**Run 1: port wiring**

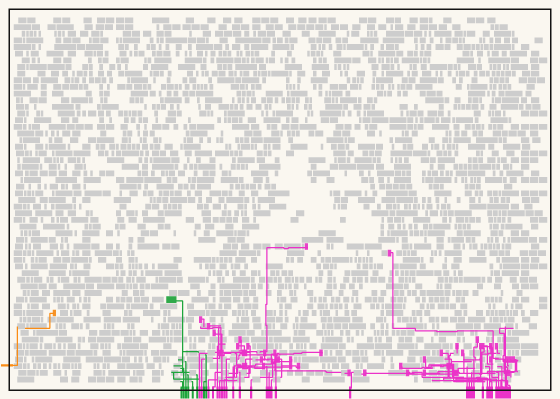
**Run 1: track usage over the die**

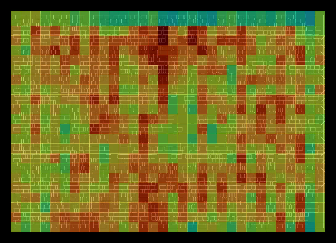
**Run 1: cell sizes after repair**

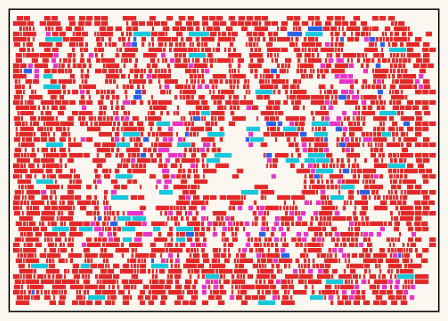
**Run 1: routed metal per tile**

Scale bar: 50 µm. The die is cut into 22 by 16 equal tiles; dark purple is low, yellow is high, scaled to the fullest tile. Values are wire area over tile area, all layers added.
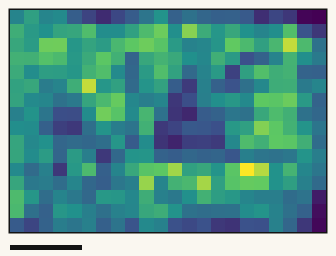
File: config.mk
export PLATFORM = sky130hd
export DESIGN_NAME = axi_lite_copy_master
export DESIGN_NICKNAME = d
export VERILOG_FILES = /design/src/rtl/axi_lite_copy_master.sv
export SDC_FILE = /design/constraint.sdc
export NUM_CORES = 1
export LEC_CHECK = 0
export CAP_MARGIN = 15
export CORE_ASPECT_RATIO = 0.7
export CORE_UTILIZATION = 42
export DETAILED_ROUTE_END_ITERATION = 6
export HOLD_SLACK_MARGIN = 0.02
export PLACE_DENSITY_LB_ADDON = 0.1
export SLEW_MARGIN = 20
export SYNTH_ARGS = -nofsm -noshare
export SYNTH_HDL_FRONTEND = slang
export SYNTH_SLANG_ARGS = --single-unit
File: constraint.sdc
create_clock -name clk -period 2.9 [get_ports clk]
set_clock_uncertainty 0.15 [all_clocks]
set_input_delay 0.87 -clock clk [delete_from_list [all_inputs] [get_ports clk]]
set_output_delay 0.87 -clock clk [all_outputs]
set_load 0.01 [all_outputs]
File: src/rtl/axi_lite_copy_master.sv
// Single-beat AXI-lite copy engine: reads len_words 64-bit words from src and writes them to dst, one transfer at a time.
// Optional running checksum of written words is enabled by defining AXI_LITE_COPY_CHECKSUM_EN.
module axi_lite_copy_master #(
  parameter int ADDR_WIDTH = 64,
  parameter int DATA_WIDTH = 64
) (
  input  logic                    clk,
  input  logic                    rst,
  // job control
  input  logic                    start,
  input  logic [ADDR_WIDTH-1:0]   src_addr,
  input  logic [ADDR_WIDTH-1:0]   dst_addr,
  input  logic [31:0]             len_words,
  // status
  output logic                    busy,
  output logic                    done,
  output logic                    err,
  output logic [31:0]             words_done,
  // AXI-lite write channels
  output logic [ADDR_WIDTH-1:0]   m_awaddr,
  output logic                    m_awvalid,
  input  logic                    m_awready,
  output logic [DATA_WIDTH-1:0]   m_wdata,
  output logic [DATA_WIDTH/8-1:0] m_wstrb,
  output logic                    m_wvalid,
  input  logic                    m_wready,
  input  logic [1:0]              m_bresp,
  input  logic                    m_bvalid,
  output logic                    m_bready,
  // AXI-lite read channels
  output logic [ADDR_WIDTH-1:0]   m_araddr,
  output logic                    m_arvalid,
  input  logic                    m_arready,
  input  logic [DATA_WIDTH-1:0]   m_rdata,
  input  logic [1:0]              m_rresp,
  input  logic                    m_rvalid,
  output logic                    m_rready
`ifdef AXI_LITE_COPY_CHECKSUM_EN
  ,
  output logic [DATA_WIDTH-1:0]   checksum
`endif
);

  localparam int STRB_W = DATA_WIDTH / 8;
  localparam logic [1:0] RESP_OKAY = 2'b00;

  localparam logic [2:0] S_IDLE = 3'd0;
  localparam logic [2:0] S_AR   = 3'd1;
  localparam logic [2:0] S_R    = 3'd2;
  localparam logic [2:0] S_AWW  = 3'd3;
  localparam logic [2:0] S_B    = 3'd4;
  localparam logic [2:0] S_FIN  = 3'd5;

  logic [2:0]            state_q,  state_d;
  logic [ADDR_WIDTH-1:0] src_q,    src_d;
  logic [ADDR_WIDTH-1:0] dst_q,    dst_d;
  logic [31:0]           len_q,    len_d;
  logic [DATA_WIDTH-1:0] hold_q,   hold_d;
  logic [31:0]           words_q,  words_d;
  logic                  err_q,    err_d;
  // Per-channel pending flags let AW and W complete in any order.
  logic                  aw_pend_q, aw_pend_d;
  logic                  w_pend_q,  w_pend_d;
`ifdef AXI_LITE_COPY_CHECKSUM_EN
  logic [DATA_WIDTH-1:0] chk_q,    chk_d;
`endif

  always_comb begin
    state_d   = state_q;
    src_d     = src_q;
    dst_d     = dst_q;
    len_d     = len_q;
    hold_d    = hold_q;
    words_d   = words_q;
    err_d     = err_q;
    aw_pend_d = aw_pend_q;
    w_pend_d  = w_pend_q;
`ifdef AXI_LITE_COPY_CHECKSUM_EN
    chk_d     = chk_q;
`endif
    case (state_q)
      S_IDLE: begin
        if (start) begin
          src_d   = src_addr;
          dst_d   = dst_addr;
          len_d   = len_words;
          words_d = '0;
          err_d   = 1'b0;
`ifdef AXI_LITE_COPY_CHECKSUM_EN
          chk_d   = '0;
`endif
          if ((src_addr[2:0] != 3'd0) || (dst_addr[2:0] != 3'd0)) begin
            err_d   = 1'b1;
            state_d = S_FIN;
          end else if (len_words == 32'd0) begin
            state_d = S_FIN;
          end else begin
            state_d = S_AR;
          end
        end
      end
      S_AR: begin
        if (m_arready) state_d = S_R;
      end
      S_R: begin
        if (m_rvalid) begin
          hold_d = m_rdata;
          if (m_rresp == RESP_OKAY) begin
            state_d   = S_AWW;
            aw_pend_d = 1'b1;
            w_pend_d  = 1'b1;
          end else begin
            err_d   = 1'b1;
            state_d = S_FIN;
          end
        end
      end
      S_AWW: begin
        if (m_awready) aw_pend_d = 1'b0;
        if (m_wready)  w_pend_d  = 1'b0;
        if (!aw_pend_d && !w_pend_d) state_d = S_B;
      end
      S_B: begin
        if (m_bvalid) begin
          if (m_bresp == RESP_OKAY) begin
            words_d = words_q + 32'd1;
            src_d   = src_q + ADDR_WIDTH'(8);
            dst_d   = dst_q + ADDR_WIDTH'(8);
`ifdef AXI_LITE_COPY_CHECKSUM_EN
            chk_d   = chk_q + hold_q;
`endif
            state_d = ((words_q + 32'd1) == len_q) ? S_FIN : S_AR;
          end else begin
            err_d   = 1'b1;
            state_d = S_FIN;
          end
        end
      end
      S_FIN:   state_d = S_IDLE;
      default: state_d = S_IDLE;
    endcase
  end

  always_ff @(posedge clk) begin
    if (rst) begin
      state_q   <= S_IDLE;
      src_q     <= '0;
      dst_q     <= '0;
      len_q     <= '0;
      hold_q    <= '0;
      words_q   <= '0;
      err_q     <= 1'b0;
      aw_pend_q <= 1'b0;
      w_pend_q  <= 1'b0;
`ifdef AXI_LITE_COPY_CHECKSUM_EN
      chk_q     <= '0;
`endif
    end else begin
      state_q   <= state_d;
      src_q     <= src_d;
      dst_q     <= dst_d;
      len_q     <= len_d;
      hold_q    <= hold_d;
      words_q   <= words_d;
      err_q     <= err_d;
      aw_pend_q <= aw_pend_d;
      w_pend_q  <= w_pend_d;
`ifdef AXI_LITE_COPY_CHECKSUM_EN
      chk_q     <= chk_d;
`endif
    end
  end

  // All bus outputs decode from registered state, so they hold steady until handshake.
  assign m_arvalid  = (state_q == S_AR);
  assign m_araddr   = src_q;
  assign m_rready   = (state_q == S_R);
  assign m_awvalid  = (state_q == S_AWW) && aw_pend_q;
  assign m_awaddr   = dst_q;
  assign m_wvalid   = (state_q == S_AWW) && w_pend_q;
  assign m_wdata    = hold_q;
  assign m_wstrb    = m_wvalid ? {STRB_W{1'b1}} : {STRB_W{1'b0}};
  assign m_bready   = (state_q == S_B);
  assign busy       = (state_q != S_IDLE) && (state_q != S_FIN);
  assign done       = (state_q == S_FIN);
  assign err        = err_q;
  assign words_done = words_q;
`ifdef AXI_LITE_COPY_CHECKSUM_EN
  assign checksum   = chk_q;
`endif

endmodule
==> results.toml, run 1 <==
# yosys + openroad results
[floorplanning]
fp.dieW_um = 221
floorplan.initialDensity = 0.431
fp-row-count = 55
fp.dieArea_mm2 = 0.0343
core_area_mm2 = 0.0327

[run]
cap_violations = 0

[setup_path]
r2r_setup_slack_ns = 0.13
path_max_fanout = 7
critPathTopFamily = "buffers and inverters"
path_cells = "buf_4 > inv_1 > and3_1 > dlygate4sd2_1"
data_arrival_time_of_the_worst_path_ns = 1.78
crit_path_start_kind = "flip-flop"

[placement]
globalplace.congestion = 0.963
dp_slack_ns = -0.353
place.detailed.hpwl_mm = 42.1

[pwr]
p_int_mw = 8.46
netSwitchingFraction = 0.359
netSwitchingPower_mw = 4.74
share_seq_of_total_power = 0.355
worst_ir_drop_vdd_v = 0.000438
p_comb_frac = 0.374
leakage_nw = 7.58

[logic_synthesis]
top_area_cell = "dfxtp_1"
netlist_logic_family_top = "simple AND/OR/NAND/NOR gates"
synthSimpleGateAreaFrac = 0.289
number_of_flops_mapped_to_enable_cells_by_yosys = 0
yosys.area_share.aoi = 0.242
muxShareOfSynthArea = 0.00284
number_of_cells_produced_by_synthesis = 1945
post_synth_instance_area_mm2 = 0.0141
ys_top_cells_by_area = "dfxtp_1 37%, nand2_1 10%, a21oi_1 9.0%"
area_share_of_xor_xnor_cells_in_the_synthesized_design = 0.0342
synth-warning-count = 0

[clock_network]
cts.repair.resized = 25
clock_latency_on_the_worst_skew_pair_ns = 0.57
cts_buffers = 28
clock_tree.htree_level_count = 1

[detailed_routing]
wl_met3_mm = 5.26
routed_wire_per_std_cell_um = 19.7
initialDrtViolationCount = 1842
highest_layer = "met4"
met1Wirelength_mm = 24.2
drcViolationCount = 20
routed_via_density = 5.77

[final_layout]
layout-drive-gt1-share = 0.110
area_delta_synth_final_pct = 50.8
layout_top_cell = "clkdlybuf4s50_1"
mostFrequentLayoutCells = "459 x clkdlybuf4s50_1, 377 x nand2_1, 259 x dfxtp_1, 254 x a21oi_1"

[grt]
grt_overflow_total = 0

[timing]
finalClockPeriodUsage = 0.965
slew_headroom = 0.448
report.final.hold_viol_count = 0
min_tclk_post_route_ns = 2.80

[run_status]
status = "finished, violations left"
violations = "design-rule violations"
About 'port wiring':
| colour | port | bits | direction | end cells | buffers | wire |
|---|---|---|---|---|---|---|
| orange | m_awready | 1 | input | 1 | 1 | 36.1 µm |
| green | m_wstrb | 8 | output | 1 | 8 | 124 µm |
| magenta | len_words | 32 | input | 40 | 52 | 1240 µm |
total I/O pin count: 476
count of input and output buffers: 475

About 'track usage over the die':
M1 GR Usage: 0.418
met3 track demand over resource in global routing: 0.0744

About 'cell sizes after repair':
| colour | size | cells | share |
|---|---|---|---|
| red | drive 1 or less | 2214 | 89% |
| blue | drive 2 | 38 | 1.5% |
| cyan | drive 6 and up | 56 | 2.3% |
| magenta | drive 3 to 4 | 180 | 7.2% |

About 'routed metal per tile':
nearly empty tiles: 0.60%
fullest tile: 0.59
mean over tiles: 0.28
emptiest ninth of the die: middle
tiles over half the peak: 42%

-- run 1: state kept, by name, summed over array words and instances, names as in the netlist --
| name | cells |
|---|---|
| aw_pend_q | 1 |
| err | 1 |
| len_q | 32 |
| m_araddr | 64 |
| m_awaddr | 64 |
| m_wdata | 64 |
| state_q | 3 |
| w_pend_q | 1 |
| words_done | 32 |
-- run 1: power by group through the flow --
stage / Combinational (mW) / Clock (mW) / Sequential [mW]
6_report: 4.94 / 3.57 / 4.69
5_1_grt: 5.31 / 3.76 / 4.75
4_1_cts: 4.88 / 3.62 / 4.66
3_5_place_dp: 4.85 / 0 / 4.73
2_1_floorplan: 2.25 / 0 / 4.81
3_3_place_gp: 4.79 / 0 / 4.71
-- run 1: final cells by class --
cell class,count,area (µm²)
repair buffers,653,6320
flip-flops and latches,262,5250
multi-input cells,1503,8160
well taps,427,534
inverters,19,73.8
clock buffers,42,803
clock inverters,9,91.3
fillers,2867,11400
diodes,3,7.51
-- run 1: worst paths after layout --
check,from,to,cells after the start
worst min-delay path,m_wdata[42],m_wdata[42],2
worst max register to register,m_awaddr[10],m_awaddr[50],7
worst min register to register,m_wdata[42],m_wdata[42],2
worst max-delay path,state_q[1],done,4
-- run 1: routing by layer --
layer / vias to the layer above / global-route usage
li1: 8025 / -
met1: 7872 / 0.418
met2: 856 / 0.531
met3: 77 / 0.0744
met4: 0 / 0.0816
met5: - / 0
-- run 1: stage by stage --
| stage | hold slack (ns) | utilization | TNS, ns | instances |
|---|---|---|---|---|
| global placement | 0.291 | 0.620 | -31.35 | 2863 |
| CTS | 0.304 | 0.648 | 0 | 2915 |
| finish | 0.302 | 0.650 | 0 | 2918 |
| detailed placement | 0.296 | 0.620 | -31.88 | 2863 |
| floorplan | 0.298 | - | 0 | 1945 |
| global route | 0.318 | 0.650 | -0.00555 | 2918 |
**Run 1: cell classes on the final placement**

Scale bar: 50 µm.
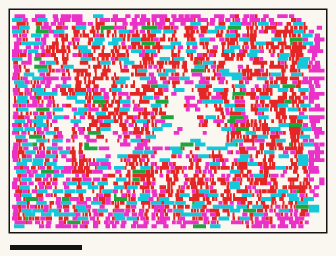

==> inputs of run 2 (changes only) <==
Settings changed: CTS_BUF_LIST from default to sky130_fd_sc_hd__clkbuf_4 sky130_fd_sc_hd__clkbuf_8 sky130_fd_sc_hd__clkbuf_16, SKIP_CTS_REPAIR_TIMING from default to 1.
**Run 2: cell classes on the final placement**

Scale bar: 50 µm.
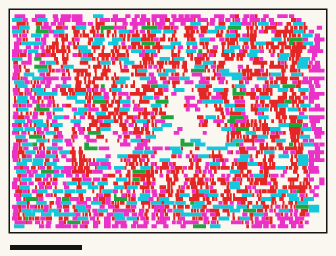
| colour | class | cells |
|---|---|---|
| magenta | other buffers and delay cells | 652 |
| green | clock drivers and dummy loads | 51 |
| cyan | flip-flops | 262 |
| red | all other logic | 1522 |
area of the core region: 0.0327 mm²
core utilization of the finished layout: 0.652
Cell Rows: 55
flop share of the area: 0.246
design area: 0.0213 mm²

==> run 2 against run 1 <==
- the run still ends with design-rule violations left
- non-clock buffer count fell by 1
- synthesized cell count did not move
- synthesized area did not move
- routed wire length did not move
- register-to-register slack barely moved
- clock power rose by 2%
- maximum frequency rose by 0.98%
- final area rose by 0.35%
- setup slack improved by 0.027 ns
- critical endpoint is now state_q[2]
- largest cell class unchanged
- highest routed layer unchanged
==> results.toml, run 2 <==
# yosys + openroad results
[final_layout]
mostFrequentLayoutCells = "459 x clkdlybuf4s50_1, 377 x nand2_1, 258 x dfxtp_1, 254 x a21oi_1, 158 x nor2_1"
filler_cells = 2855
flip_flop_and_latch_area_mm2 = 0.00525
layout_top_cell = "clkdlybuf4s50_1"
finalNonFillerCells = 2916
logic_area_mm2 = 0.00816
layout-drive-gt1-share = 0.113

[clock_network]
clock_tree.htree_level_count = 1
cts_root_buffer = "clkbuf_16"
cts_buffers = 28
clock_latency_on_the_worst_skew_pair_ns = 0.57

[timing]
report.final.setup_viol = 0
max_freq_ghz = 0.361
finalClockPeriodUsage = 0.956
worst_hold_slack_ns = 0.302
smallest_setup_slack_after_layout_ns = 0.127
min_tclk_post_route_ns = 2.77
slew_headroom = 0.456
report.final.hold_viol_count = 0
final_max_slew_violation_count = 0

[logic_synthesis]
synth_area_per_cell_um2 = 7.24
post-synth-top-count-cell = "nand2_1"
yosys_area_mm2 = 0.0141
seq_area_frac_synth = 0.372
ys_top_cells_by_area = "dfxtp_1 37%, nand2_1 10%, a21oi_1 9.0%"
post_synthesis_cell_count_from_yosys = 1945
number_of_nets_in_the_synthesized_netlist = 2184
post_synth_instance_area_mm2 = 0.0141
synth_flops = 262
ys_async_sr_fraction = 0
post_synth_num_cell_types = 76
synth-warning-count = 0
postSynth.topFlopCell = "dfxtp_1"
top_area_cell = "dfxtp_1"
number_of_cells_produced_by_synthesis = 1945
number_of_flops_mapped_to_enable_cells_by_yosys = 0

[grt]
pin_count_of_the_biggest_net_entering_global_routing = 139
grt_overflow_total = 0
via_count_of_the_first_global_routing_pass = 15727
grt_util_all_layers = 0.320

[floorplanning]
fp.dieArea_mm2 = 0.0343
floorplan.initialDensity = 0.431
fp.dieW_um = 221
design.portCount = 476

[run_status]
status = "finished, violations left"
violations = "design-rule violations"

[setup_path]
data_arrival_time_of_the_worst_path_ns = 3.14
cp_common_cell = "buf_4"
cp_slowest_cell = "dfxtp_1"
path_cells = "nand4_1 > buf_4 > nor4_1 > buf_4 > nand3_1 > xnor2_1 > nor4_1 > nand4_1 > o31ai_2 > buf_4"
cp_slowest_stage_delay_ns = 0.35
crit_path_start_kind = "flip-flop"
timing.critical_path.to_type = "flip-flop"
critPathTopFamily = "simple AND/OR/NAND/NOR gates"
timing.critical_path.required_ns = 3.27
path_max_fanout = 3
path_buffers = 3
criticalPathCategory = "flip-flop to flip-flop"

[pwr]
worst_ir_drop_vdd_v = 0.000445
leakage_nw = 7.80

[hold_path]
hold_path_class = "flip-flop to flip-flop"

[placement]
globalplace.congestion = 0.963
dp.cells = 2863
dpl-instance-area_mm2 = 0.0203
dp_slack_ns = -0.353
io_buffer_count = 475
place.detailed.hpwl_mm = 42.1

[detailed_routing]
drtAntennaViolNets = 0
routed_wire_per_std_cell_um = 19.7
routed_via_density = 5.80
drcViolationCount = 20
firstDrtPassIters = 7
initialDrtViolationCount = 1861

[run]
cap_violations = 0
**Run 2: cell sizes after repair**

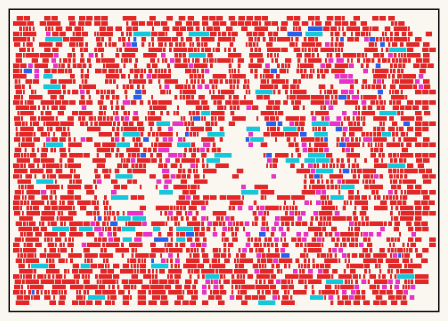
Area Growth Syn to Fin: 51.3%
non-clock buffer total of the final layout: 652

-- run 2: cell counts after synthesis --
Identical to the previous run, type by type.
-- run 2: kinds of logic after synthesis --
group	Yosys count	synth area share
AND-OR/OR-AND	569	0.242
adder cells (fa/ha/maj)	3	0.00267
AND/OR/NAND/NOR	872	0.289
multiplexers	4	0.00284
XOR/XNOR	55	0.0342
buffers and inverters	180	0.0574
flip-flops	262	0.372
-- run 2: power breakdown --
part	internal (mW)	switching, mW	leakage [nW]
registers	4.12	0.572	2.14
clock network	2.09	1.57	0.467
logic	2.35	2.59	5.19
-- run 2: metal layers --
| layer | track usage | routed length (µm) |
|---|---|---|
| met1 | 0.419 | 24300 |
| met2 | 0.533 | 26600 |
| met3 | 0.0731 | 5140 |
| met4 | 0.0783 | 1320 |
| met5 | 0 | 0 |
-- run 2: final timing paths --
path	start	cells past startpoint	to	slack, ns
max	words_done[11]	10	state_q[2]	0.13
min	m_wdata[42]	2	m_wdata[42]	0.30
max reg2reg	words_done[11]	10	state_q[2]	0.13
min reg2reg	m_wdata[42]	2	m_wdata[42]	0.30
-- run 2: stage by stage --
stage / TNS, ns / total power, mW / utilization
6_report: 0 / 13.3 / 0.652
5_1_grt: -0.00537 / 13.9 / 0.652
4_1_cts: -5.39 / 13.3 / 0.648
3_5_place_dp: -31.88 / 9.58 / 0.620
3_3_place_gp: -31.35 / 9.50 / 0.620
2_1_floorplan: 0 / 7.06 / -
-- run 2: layout make-up --
class | instances | share of cell area
clock inverter | 9 | 0.00429
antenna | 2 | 0.000235
multi-input combinational | 1503 | 0.383
tap | 427 | 0.0251
sequential | 262 | 0.246
clock buffer | 42 | 0.0393
timing repair buffer | 652 | 0.299
inverter | 19 | 0.00346
Power and IR drop assume default switching activity.
